`src/rtl/safety_periph_obi_bridge.sv`:
```
// OBI data-port to register-interface bridge for the core-local peripherals.
// It handles one access at a time. Accesses that miss the window, and accesses
// that stall past the timeout, complete with an OBI error and ErrVal.

typedef struct packed {
    logic [31:0] addr;
    logic        write;
    logic [31:0] wdata;
    logic [3:0]  wstrb;
    logic        valid;
} sp_reg_req_t;

typedef struct packed {
    logic [31:0] rdata;
    logic        error;
    logic        ready;
} sp_reg_rsp_t;

module safety_periph_obi_bridge #(
    parameter type               reg_req_t     = sp_reg_req_t,
    parameter type               reg_rsp_t     = sp_reg_rsp_t,
    parameter logic [31:0]       WinBaseAddr   = 32'h0020_0000,
    parameter logic [31:0]       WinSize       = 32'h0001_0000,
    parameter int unsigned       TimeoutCycles = 256,
    parameter logic [31:0]       ErrVal        = 32'hBADCAB1E
) (
    input  logic        clk_i,
    input  logic        rst_i,
    input  logic        req_i,
    output logic        gnt_o,
    input  logic [31:0] addr_i,
    input  logic        we_i,
    input  logic [3:0]  be_i,
    input  logic [31:0] wdata_i,
    output logic        rvalid_o,
    output logic [31:0] rdata_o,
    output logic        err_o,
    output reg_req_t    reg_req_o,
    input  reg_rsp_t    reg_rsp_i,
    output logic        busy_o
);

    // Wide enough to hold TimeoutCycles-1; TimeoutCycles >= 1 keeps this >= 1.
    localparam int unsigned CntW = (TimeoutCycles > 1) ? $clog2(TimeoutCycles) : 1;
    localparam logic [CntW-1:0] CntLast = CntW'(TimeoutCycles - 1);

    typedef enum logic [1:0] {
        StIdle,
        StAccess,
        StResp
    } state_e;

    state_e          state_q;
    reg_req_t        req_q;
    logic            rvalid_q;
    logic [31:0]     rdata_q;
    logic            err_q;
    logic [CntW-1:0] cnt_q;
    logic [31:0]     offset;
    logic            hit;

    // Unsigned subtraction makes addresses below the base wrap and miss.
    always_comb begin
        offset = addr_i - WinBaseAddr;
        hit    = (offset < WinSize);
    end

    // Single-access FSM: grant in IDLE, drive the register bus in ACCESS, answer in RESP.
    always_ff @(posedge clk_i or posedge rst_i) begin
        if (rst_i) begin
            state_q  <= StIdle;
            req_q    <= '0;
            rvalid_q <= 1'b0;
            rdata_q  <= '0;
            err_q    <= 1'b0;
            cnt_q    <= '0;
        end else begin
            unique case (state_q)
                StIdle: begin
                    rvalid_q <= 1'b0;
                    rdata_q  <= '0;
                    err_q    <= 1'b0;
                    cnt_q    <= '0;
                    if (req_i) begin
                        if (hit) begin
                            req_q.addr  <= addr_i;
                            req_q.write <= we_i;
                            req_q.wdata <= wdata_i;
                            req_q.wstrb <= be_i;
                            req_q.valid <= 1'b1;
                            state_q     <= StAccess;
                        end else begin
                            rvalid_q <= 1'b1;
                            err_q    <= 1'b1;
                            rdata_q  <= ErrVal;
                            state_q  <= StResp;
                        end
                    end
                end
                StAccess: begin
                    // Ready is checked first so it wins over a coinciding timeout.
                    if (reg_rsp_i.ready) begin
                        req_q.valid <= 1'b0;
                        rvalid_q    <= 1'b1;
                        err_q       <= reg_rsp_i.error;
                        if (reg_rsp_i.error) begin
                            rdata_q <= ErrVal;
                        end else if (req_q.write) begin
                            rdata_q <= '0;
                        end else begin
                            rdata_q <= reg_rsp_i.rdata;
                        end
                        state_q <= StResp;
                    end else if (cnt_q == CntLast) begin
                        req_q.valid <= 1'b0;
                        rvalid_q    <= 1'b1;
                        err_q       <= 1'b1;
                        rdata_q     <= ErrVal;
                        state_q     <= StResp;
                    end else begin
                        cnt_q <= cnt_q + 1'b1;
                    end
                end
                StResp: begin
                    rvalid_q <= 1'b0;
                    rdata_q  <= '0;
                    err_q    <= 1'b0;
                    cnt_q    <= '0;
                    state_q  <= StIdle;
                end
                default: begin
                    req_q.valid <= 1'b0;
                    rvalid_q    <= 1'b0;
                    state_q     <= StIdle;
                end
            endcase
        end
    end

    // Grant is combinational and only offered while idle.
    always_comb begin
        gnt_o     = req_i && (state_q == StIdle);
        busy_o    = (state_q != StIdle);
        rvalid_o  = rvalid_q;
        rdata_o   = rdata_q;
        err_o     = err_q;
        reg_req_o = req_q;
    end

endmodule

```
`config.mk`:
```
export PLATFORM = sky130hd
export DESIGN_NAME = safety_periph_obi_bridge
export DESIGN_NICKNAME = d
export VERILOG_FILES = /design/src/rtl/safety_periph_obi_bridge.sv
export SDC_FILE = /design/constraint.sdc
export NUM_CORES = 1
export LEC_CHECK = 0
export CORE_UTILIZATION = 40
export CTS_CLUSTER_DIAMETER = 40
export DETAILED_ROUTE_END_ITERATION = 7
export GPL_ROUTABILITY_DRIVEN = 0
export PLACE_DENSITY = 0.86
export RECOVER_POWER = 25
export SYNTH_ARGS = -nofsm -noshare
export SYNTH_HDL_FRONTEND = slang
export SYNTH_SLANG_ARGS = --single-unit
```
`constraint.sdc`:
```
create_clock -name clk_i -period 10.1 [get_ports clk_i]
set_clock_uncertainty 0.15 [all_clocks]
set_input_delay 1.515 -clock clk_i [delete_from_list [all_inputs] [get_ports clk_i]]
set_output_delay 1.515 -clock clk_i [all_outputs]
set_load 0.02 [all_outputs]
```
Run 1, cell classes on the final placement:
Fill, decap, tap and diode cells in gray.
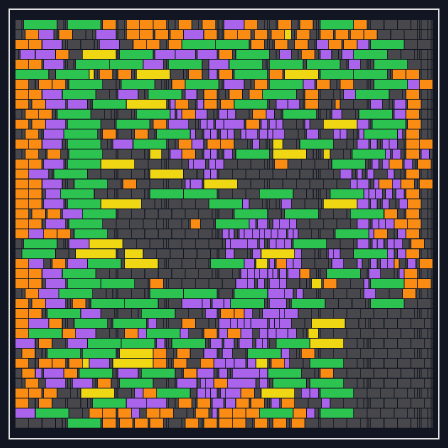
- sequential cells: green (cells 114; share of their area 36%)
- clock drivers and dummy loads: yellow (cells 32; share of their area 8.0%)
- remaining buffers and delay cells: orange (cells 217; share of their area 27%)
- combinational and other logic: purple (cells 281; share of their area 29%)
Core Region: 12,700 um2
Rows: 41
final core utilization: 0.636

Run 1, metal 3:
Scale bar: 20 um.
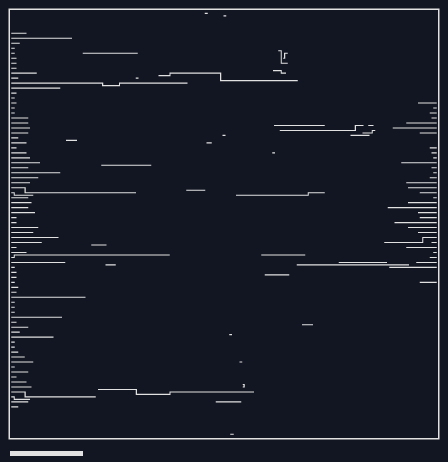
- longest straight run: 42.3 um
- nets with wire on the layer: 124
WL final: 13,900 um
met3 Use GR: 0.0690

==> impl_metrics.py, run 1 <==
# Flow results
metrics = {
    "job": {
        "warnings": 29,
        "cap_viol_max_count": 1,
    },
    "synthesis": {
        "logic_family": "multiplexers",
        "synth-edff-count": 0,
        "ys_chip_area_um2": 5280,
    },
    "placement": {
        "dpl.hpwl_um": 9730,
        "placedCellCount": 784,
    },
    "power": {
        "ir_drop_uv": 96.9,
        "comb_power_share": 0.256,
    },
    "sta": {
        "slew_viol_final": 52,
        "period_used_share": 0.457,
    },
    "cts": {
        "cts.repair.resized": 0,
        "cts.clk_slew.worst_paths_ns": 0.05,
        "post-cts-setup-buffers": 0,
    },
    "global_route": {
        "grt_pass1_wl_um": 21600,
    },
    "routing": {
        "detail_route.vias_per_cell": 5.06,
    },
    "run_status": {
        "status": "finished, violations left",
        "violations": "max-capacitance violations, max-slew violations",
    },
    "hold_path": {
        "hold_path_end": "reg_req_o[59]",
    },
    "setup_path": {
        "crit_fanout": 5,
    },
}
Run 1, cell placement:
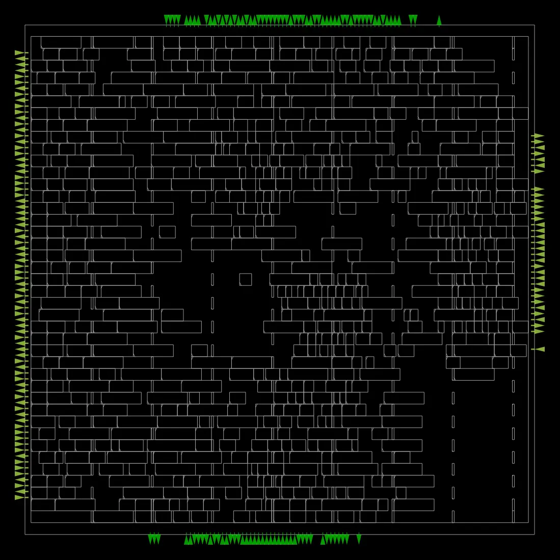
non-filler cells, final: 816
seq_cells: 114

[run 1: area by class of cell]
class	instances	area [um2]
Multi-Input combinational cell	253	2140
Clock buffer	19	443
Timing Repair Buffer	217	2150
Fill cell	974	4630
Clock inverter	13	184
Inverter	28	106
Sequential cell	114	2850
Tap cell	172	215
[run 1: how the worst max path moves through the flow]
stage / start / endpoint / slack, ns
floorplan: rst_i / cnt_q[0] / 5.42
CTS: req_i / gnt_o / 5.49
detailed placement: addr_i[21] / reg_req_o[45] / 5.33
global route: req_i / gnt_o / 5.43
finish: req_i / gnt_o / 5.49
global placement: addr_i[21] / reg_req_o[43] / 5.45
[run 1: flip-flops by register name, indices dropped and copies added, names as in the netlist]
signal     count
cnt_q          8
err_o          1
rdata_o       32
reg_req_o     70
rvalid_o       1
state_q        2
Run 1, wires at chosen ports, followed through buffers:
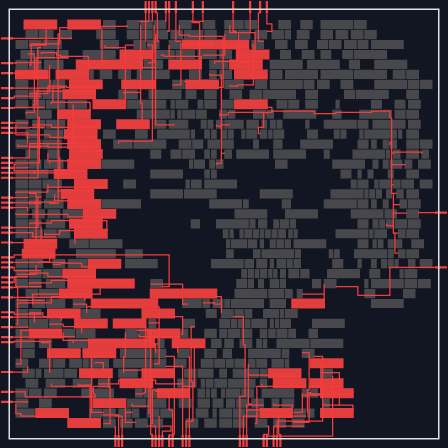

## Run 2: what changed since run 1
--- a/config.mk
+++ b/config.mk
@@ -5,11 +5,11 @@
 export SDC_FILE = /design/constraint.sdc
 export NUM_CORES = 1
 export LEC_CHECK = 0
-export CORE_UTILIZATION = 40
+export CORE_UTILIZATION = 39
 export CTS_CLUSTER_DIAMETER = 40
 export DETAILED_ROUTE_END_ITERATION = 7
 export GPL_ROUTABILITY_DRIVEN = 0
-export PLACE_DENSITY = 0.86
+export PLACE_DENSITY = 0.87
 export RECOVER_POWER = 25
 export SYNTH_ARGS = -nofsm -noshare
 export SYNTH_HDL_FRONTEND = slang
==> constraint.sdc (replaced) <==
create_clock -name clk_i -period 4 [get_ports clk_i]
set_clock_uncertainty 0.15 [all_clocks]
set_input_delay 0.6 -clock clk_i [delete_from_list [all_inputs] [get_ports clk_i]]
set_output_delay 0.6 -clock clk_i [all_outputs]
set_load 0.02 [all_outputs]
Run 2, wires at chosen ports, followed through buffers:
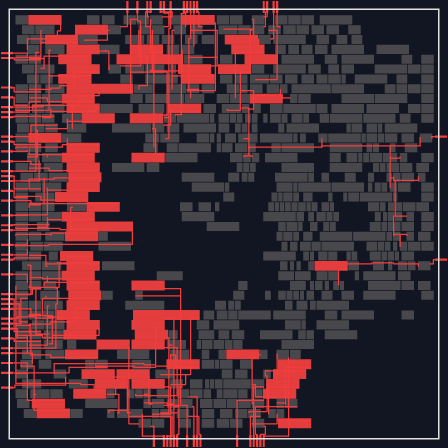
- reg_req_o: red (bits 70; direction output; edge 36 left, 16 top, 16 bottom, 2 right; end cells 70; buffers 70; wire 2,680 um)
input/output buffers: 211
num ports: 212

==> run 2 against run 1 <==
The run still ends with max-capacitance violations, max-slew violations left. Clock-buffer cell count down 1. Design area increased by 0.91%. Sequential power went up to 2.5 times the previous value. Worst hold slack got worse by 0.0046 ns. Core utilization down 1.9 points. Die size increased by 2.5%. Power increased to 2.5 times the previous value. Final cell count increased by 0.98%. Register-to-register slack worse by 6.1 ns. Synthesized cell count stayed put.
==> impl_metrics.py, run 2 <==
# Flow results
metrics = {
    "placement": {
        "dpl.hpwl_um": 9780,
    },
    "final_layout": {
        "final_util": 0.616,
        "nNetsFinal": 747,
        "largest_reg_flops": 70,
    },
    "power": {
        "ir_drop_uv": 223,
        "comb_power_share": 0.255,
    },
    "sta": {
        "finalHoldViolCount": 0,
        "period_used_share": 0.786,
        "slew_viol_final": 54,
    },
    "routing": {
        "drtIter0Drc": 228,
        "detail_route.vias_per_cell": 5.05,
    },
    "synthesis": {
        "dominantRegCellSynth": "dfrtp_1",
        "postSynthSeqShare": 0.541,
        "ys_ff": 114,
        "ys_chip_area_um2": 5280,
        "logic_family": "multiplexers",
        "synthTopCellsByArea": "dfrtp_1 54%, mux2_4 14%, a32oi_1 3.3%, nand2b_1 2.7%, a21oi_1 2.2%",
    },
    "global_route": {
        "grt_pass1_wl_um": 21900,
    },
    "setup_path": {
        "crit_start": "addr_i[21]",
        "cp-endpoint": "reg_req_o[44]",
    },
    "job": {
        "cap_viol_max_count": 1,
        "warnings": 29,
    },
    "cts": {
        "cts.clk_slew.worst_paths_ns": 0.06,
        "cts.repair.resized": 0,
        "post-cts-setup-buffers": 0,
    },
    "run_status": {
        "violations": "max-capacitance violations, max-slew violations",
        "status": "finished, violations left",
    },
    "floorplanning": {
        "core_region_area_um2": 13200,
    },
    "hold_path": {
        "hold_path_end": "reg_req_o[59]",
    },
}
Run 2, cell placement:
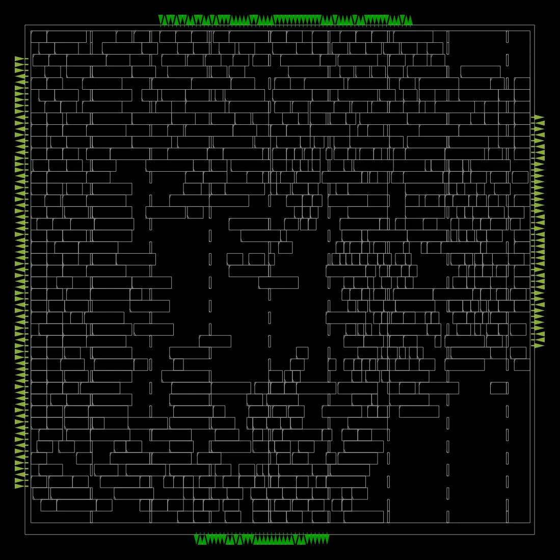
non-filler cells, final: 824
Rows: 42
Tap Count: 176

-- run 2: cell counts after synthesis --
Identical to the previous run, type by type.
-- run 2: worst max-delay path, delay by kind of cell --
kind | cells | cell delay [ns]
multiplexers | 1 | 0.37
AND/OR/NAND/NOR | 1 | 0.29
AND-OR/OR-AND | 2 | 0.91
adder cells (fa/ha/maj) | 1 | 0.25
buffers and inverters | 3 | 0.86
-- run 2: cell type report --
type,count,area (um2)
fill,1016,5080
sequential,114,2850
timing repair buffer,221,2210
multi-input combinational,253,2140
clock buffer,18,429
tap,176,220
clock inverter,14,204
inverter,28,106
-- run 2: routing by layer --
layer  part of all wire  GRT usage
met3              0.067     0.0574
met1               0.41      0.238
met4              0.024     0.0954
met5                  0          0
met2               0.49      0.338
Run 2, metal 3:
Scale bar: 20 um.
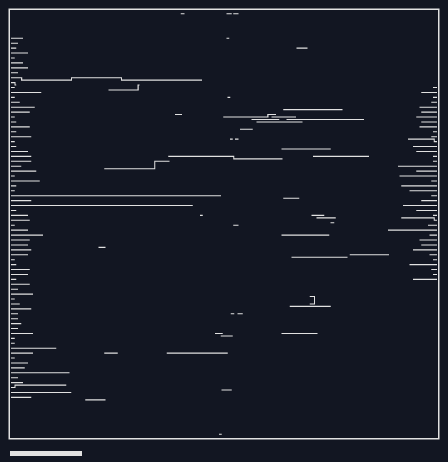

## Run 3: what changed since run 2
--- a/config.mk
+++ b/config.mk
@@ -5,11 +5,11 @@
 export SDC_FILE = /design/constraint.sdc
 export NUM_CORES = 1
 export LEC_CHECK = 0
-export CORE_UTILIZATION = 39
+export CORE_UTILIZATION = 40
 export CTS_CLUSTER_DIAMETER = 40
 export DETAILED_ROUTE_END_ITERATION = 7
 export GPL_ROUTABILITY_DRIVEN = 0
-export PLACE_DENSITY = 0.87
+export PLACE_DENSITY = 0.86
 export RECOVER_POWER = 25
 export SYNTH_ARGS = -nofsm -noshare
 export SYNTH_HDL_FRONTEND = slang
==> constraint.sdc (replaced) <==
create_clock -name clk_i -period 2.96 [get_ports clk_i]
set_clock_uncertainty 0.15 [all_clocks]
set_input_delay 0.444 -clock clk_i [delete_from_list [all_inputs] [get_ports clk_i]]
set_output_delay 0.444 -clock clk_i [all_outputs]
set_load 0.02 [all_outputs]
Run 3, metal 3:
Scale bar: 20 um.
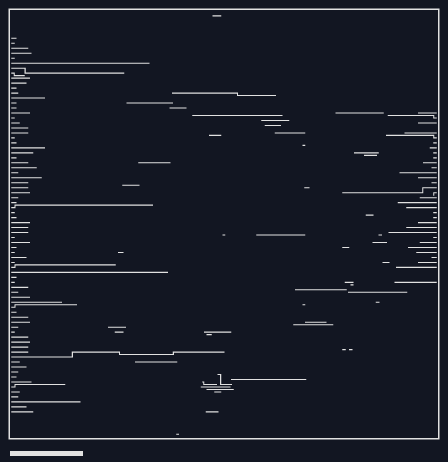
- wire length on this layer: 992 um
- main direction: horizontal
met3 Use GR: 0.0597
Via Count: 4,220

==> run 3 against run 2 <==
The flow finishes with violations (max-slew violations). Combinational power rose by 39%. Core utilization rose by 3.3 points. Die size down 2.5%. Final cell count is 1.1% higher. Design area increased by 1.3%. Global-route usage up 0.63 points. Flip-flop count unchanged. Power increased by 36%. Sequential power is 35% higher. Via count rose by 1.3%. Largest cell class unchanged.
==> impl_metrics.py, run 3 <==
# Flow results
metrics = {
    "run_status": {
        "status": "finished, violations left",
        "violations": "max-slew violations",
    },
    "routing": {
        "detail_route.vias_per_cell": 5.07,
        "routed_wl_um": 14000,
        "drtIter0Drc": 256,
    },
    "final_layout": {
        "nClkBuffers": 22,
        "nFlopsAndLatches": 114,
        "nNetsFinal": 760,
        "largest_reg_flops": 70,
        "layout.nonclk_buf_frac": 0.281,
        "sh_comb_area": 0.259,
        "fillers": 956,
        "clk_share": 0.0761,
        "final_cell_mix": "210 x clkdlybuf4s50_1, 114 x dfrtp_1, 50 x mux2_4",
        "nNonClkBuffers": 234,
        "num-nonclk-inverters": 28,
        "sh_seq_area": 0.345,
        "largest_cell_class": "flip-flops and latches",
        "combGateArea_um2": 2140,
        "comb_cells": 253,
    },
    "floorplanning": {
        "core_region_area_um2": 12700,
        "num_rows": 41,
        "taps": 172,
        "io_pins": 212,
        "die_height_um": 117,
    },
    "job": {
        "warnings": 31,
        "cap_viol_max_count": 0,
    },
    "synthesis": {
        "logic_family": "multiplexers",
        "dominantRegCellSynth": "dfrtp_1",
        "synth-edff-count": 0,
        "synthTopCellsByArea": "dfrtp_1 54%, mux2_4 14%, a32oi_1 3.3%, nand2b_1 2.7%, a21oi_1 2.2%",
        "ys_ff": 114,
    },
    "setup_path": {
        "crit_fanout": 6,
        "crit_start": "state_q[1]",
    },
    "cts": {
        "cts.repair.resized": 0,
        "post-cts-setup-buffers": 0,
        "cts.clk_slew.worst_paths_ns": 0.05,
    },
    "power": {
        "ir_drop_uv": 317,
        "comb_power_share": 0.260,
    },
    "global_route": {
        "grt_pass1_wl_um": 21500,
    },
    "sta": {
        "slew_viol_final": 115,
        "period_used_share": 0.904,
        "finalHoldViolCount": 0,
        "period_minus_slack_ns": 2.68,
    },
    "placement": {
        "io_buffers": 211,
        "placedCellCount": 801,
        "dpl.hpwl_um": 9950,
    },
    "hold_path": {
        "hold_path_end": "reg_req_o[59]",
    },
}
Run 3, cell placement:
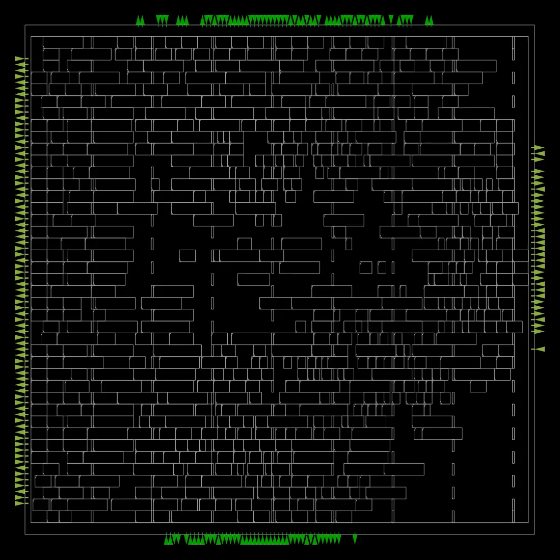
final core utilization: 0.650
non-filler cells, final: 833

-- run 3: cell counts after synthesis --
No cell type changed its count.
-- run 3: through the flow --
| step | setup slack, ns | setup TNS (ns) | cell area [um2] |
|---|---|---|---|
| final | 0.283 | 0 | 8270 |
| after global routing | 0.167 | 0 | 8270 |
| after CTS | 0.244 | 0 | 8280 |
| after detailed placement | -0.102 | -3.81 | 7650 |
| after global placement | -0.0489 | -1.43 | 7650 |
| after floorplan | 0.498 | 0 | 5280 |
-- run 3: metal layers --
layer  track usage  share of wire
met5             0              0
met2         0.346           0.49
met4        0.0911          0.023
met3        0.0597          0.071
met1         0.253           0.42
-- run 3: critical path: stages, from the launching register on --
cell and delay (ns):
dfrtp_1 0.41, inv_1 0.11, ha_1 0.26, and2_1 0.25, clkdlybuf4s50_1 0.65
Power is estimated from default activity; no workload was simulated.
